floorplan.png
The bar under the picture is 20 um long. Pins as bars on the die edge.
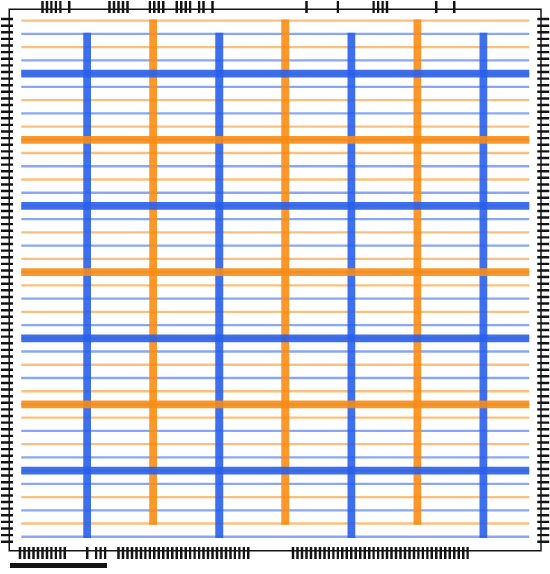
class_map.png
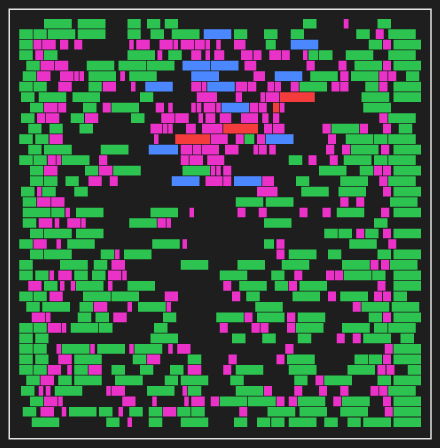
==> config.mk <==
export PLATFORM = sky130hd
export DESIGN_NAME = axi_read_arbiter_flat
export DESIGN_NICKNAME = d
export VERILOG_FILES = /design/src/rtl/axi_pkg.sv /design/src/rtl/axi_read_arbiter_if.sv /design/src/rtl/axi_read_arbiter_rr_arb2.sv /design/src/rtl/axi_read_arbiter.sv /design/src/flat_wrapper.sv
export SDC_FILE = /design/constraint.sdc
export NUM_CORES = 1
export LEC_CHECK = 0
export CAP_MARGIN = 20
export CORE_AREA = 2 2 107 109
export CTS_CLUSTER_SIZE = 12
export DETAILED_ROUTE_END_ITERATION = 10
export DIE_AREA = 0 0 109 111
export MAX_ROUTING_LAYER = met4
export PLACE_DENSITY_LB_ADDON = 0.05
export SKIP_CTS_REPAIR_TIMING = 1
export SYNTH_ARGS = -nofsm -noshare
export SYNTH_HDL_FRONTEND = slang
export SYNTH_SLANG_ARGS = --single-unit
==> constraint.sdc <==
create_clock -name clk -period 2.3 [get_ports clk]
set_input_delay 0.23 -clock clk [delete_from_list [all_inputs] [get_ports clk]]
set_output_delay 0.23 -clock clk [all_outputs]
set_load 0.1 [all_outputs]
==> reports/README.md <==
| Step | Result | Value |
|:---|:---|:---|
| status | Run status | completed |
| cts | Total CTS buffers | 3 |
| worst setup path | CP startpoint kind | flip-flop |
| synth | Register area share after synthesis | 13.0% |
| synth | Flip-flops with a built-in enable | 0 |
| power | Power density cells | 564 mW/mm2 |
| timing | Final hold violation count | 0 |
| timing | Number of endpoints failing setup at the final stage | 0 |
| synth | Gate count of the mapped netlist | 284 |
| timing | Share of the clock period used by the worst path | 92.2% |
| synth | Post-Synthesis Mean Instance Area | 7.08 um2 |
| finish | Number of nets at the end of the flow | 687 |
| worst setup path | Length in cells of the worst reg-to-reg path | 6 |
| synth | Yosys Warn Count | 0 |
| die | Core utilization at floorplan | 18.1% |
| grt | Largest net degree at the start of global routing | 48 |
| synth | Dominant register cell in the synthesized netlist | sky130_fd_sc_hd__dfxtp_1 |
| detailed routing | First drt pass iteration count | 3 |
| synth | Post-synthesis cell type with the largest combined area | sky130_fd_sc_hd__and2_1 |
| cts | TritonCTS clock tree | done |
| synth | Asr flop ratio synth | 0% |
| grt | Global router's overall resource usage | 16.5% |
| finish | Filler Cells Inserted | 953 |
| detailed routing | Remaining number of nets flagged by the antenna check after routing | 0 |
| die | I/O pin cnt | 275 |
| timing | Achievable Freq | 472 MHz |
| cts | Clock root buffer | sky130_fd_sc_hd__clkbuf_16 |
| synth | Synthesized flop and latch total | 13 |
| finish | Area growth, synth to finish | 212% |
| synth | Top cell type by instance count after synthesis | sky130_fd_sc_hd__and2_1 |
| timing | RSZ-0062 raised after global routing | no |
| cts | Clock transition time at the flip-flop clock pins of the worst setup and hold paths | 50 ps |
| finish | Share of layout cells above drive strength 1 | 29.8% |
| synth | Yosys chip area | 0.00201 mm2 |
| synth | Number of distinct library cell variants in the gate-level netlist after synthesis | 34 |
| flow run | Number of warnings in the stage logs | 34 |
| timing | Worst-case hold slack | 471 ps |
| finish | Top cells excl fill/tap | sky130_fd_sc_hd__clkdlybuf4s50_1 (136), sky130_fd_sc_hd__buf_12 (134), sky130_fd_sc_hd__and2_1 (80) |
| power | Total chip power | 3.54 mW |
| finish | Top logic cell by instance count in the layout | sky130_fd_sc_hd__clkdlybuf4s50_1 |
| die | Die area | 0.0121 mm2 |
| worst setup path | Endpoint class of the critical path | output port |
| detailed routing | DRC errors left | 0 |
| placement | Number of cells in the design after placement | 679 |
| hold path | Worst hold path cell count | 2 |
Back to the opening pictures, floorplan.png:
Key: blue = VSS; orange = VDD
275 signal pins sit on the boundary. 40 met1 rails follow the rows. 7 straps on met4. 7 straps on met5.
total core area: 0.0111 mm2
die width: 109 um
worst voltage drop across the vdd grid: 0.324 mV
Die Y: 111 um

Back to the opening pictures, class_map.png:
Key: green = remaining buffers and delay cells [cells 274, share of their area 67%]; magenta = remaining logic cells [cells 249, share of their area 28%]; blue = registers [cells 13, share of their area 4.3%]; red = clock drivers and dummy loads [cells 4, share of their area 1.3%]
share of cell area taken by flip-flops and latches: 4.17%
final design instance area without fill: 0.00628 mm2
Rows: 39
core occupancy in the finished layout: 56.7%

[routing by layer]
metal | up-vias | GRT usage (%) | share of wire, %
met5 | - | - | 0
met4 | 0 | 2.22 | 0.97
met3 | 6 | 4.82 | 11
met2 | 174 | 31.7 | 53
met1 | 1270 | 16.5 | 35
li1 | 1431 | - | -
[metrics by stage]
stage | utilization (%) | setup WS, ps
floorplan | - | -266
global placement | 55.9 | 316
detailed placement | 55.9 | 299
CTS | 56.7 | 151
global route | 56.7 | 31.8
finish | 56.7 | 179
[worst max-delay path: stages (launching register included)]
cell	delay (ps)
sky130_fd_sc_hd__dfxtp_1	330
sky130_fd_sc_hd__inv_1	90
sky130_fd_sc_hd__ha_1	290
sky130_fd_sc_hd__nand2b_1	170
sky130_fd_sc_hd__nor2_2	160
sky130_fd_sc_hd__buf_12	190
sky130_fd_sc_hd__and2_1	210
sky130_fd_sc_hd__buf_12	190
[cell type report]
class                   instances  area, um2  share of cell area, %
multi-input cells             242       1660                   26.4
inverters                       7       26.3                  0.419
repair buffers                274       4070                   64.9
well taps                     143        179                   2.85
flip-flops and latches         13        262                   4.17
clock buffers                   3       75.1                   1.20
clock inverters                 1       5.00                 0.0797
[kinds of logic (layout without fill, tap and decap cells)]
family	after synthesis	after routing	share of synthesized area [%]
flip-flops	13	13	13.0
other	1	3	0.187
buffers and inverters	31	285	6.85
AND/OR/NAND/NOR	163	163	43.2
adder cells (fa/ha/maj)	5	5	3.11
AND-OR/OR-AND	16	16	6.41
XOR/XNOR	5	5	2.18
multiplexers	50	50	25.2
[where the power goes]
part	switching, mW	internal, mW	total, mW
Combinational	1.82	1.10	2.92
Sequential	0.0324	0.250	0.282
Clock	0.105	0.232	0.337
No activity file was given, so power comes from the tool's default toggle rates.
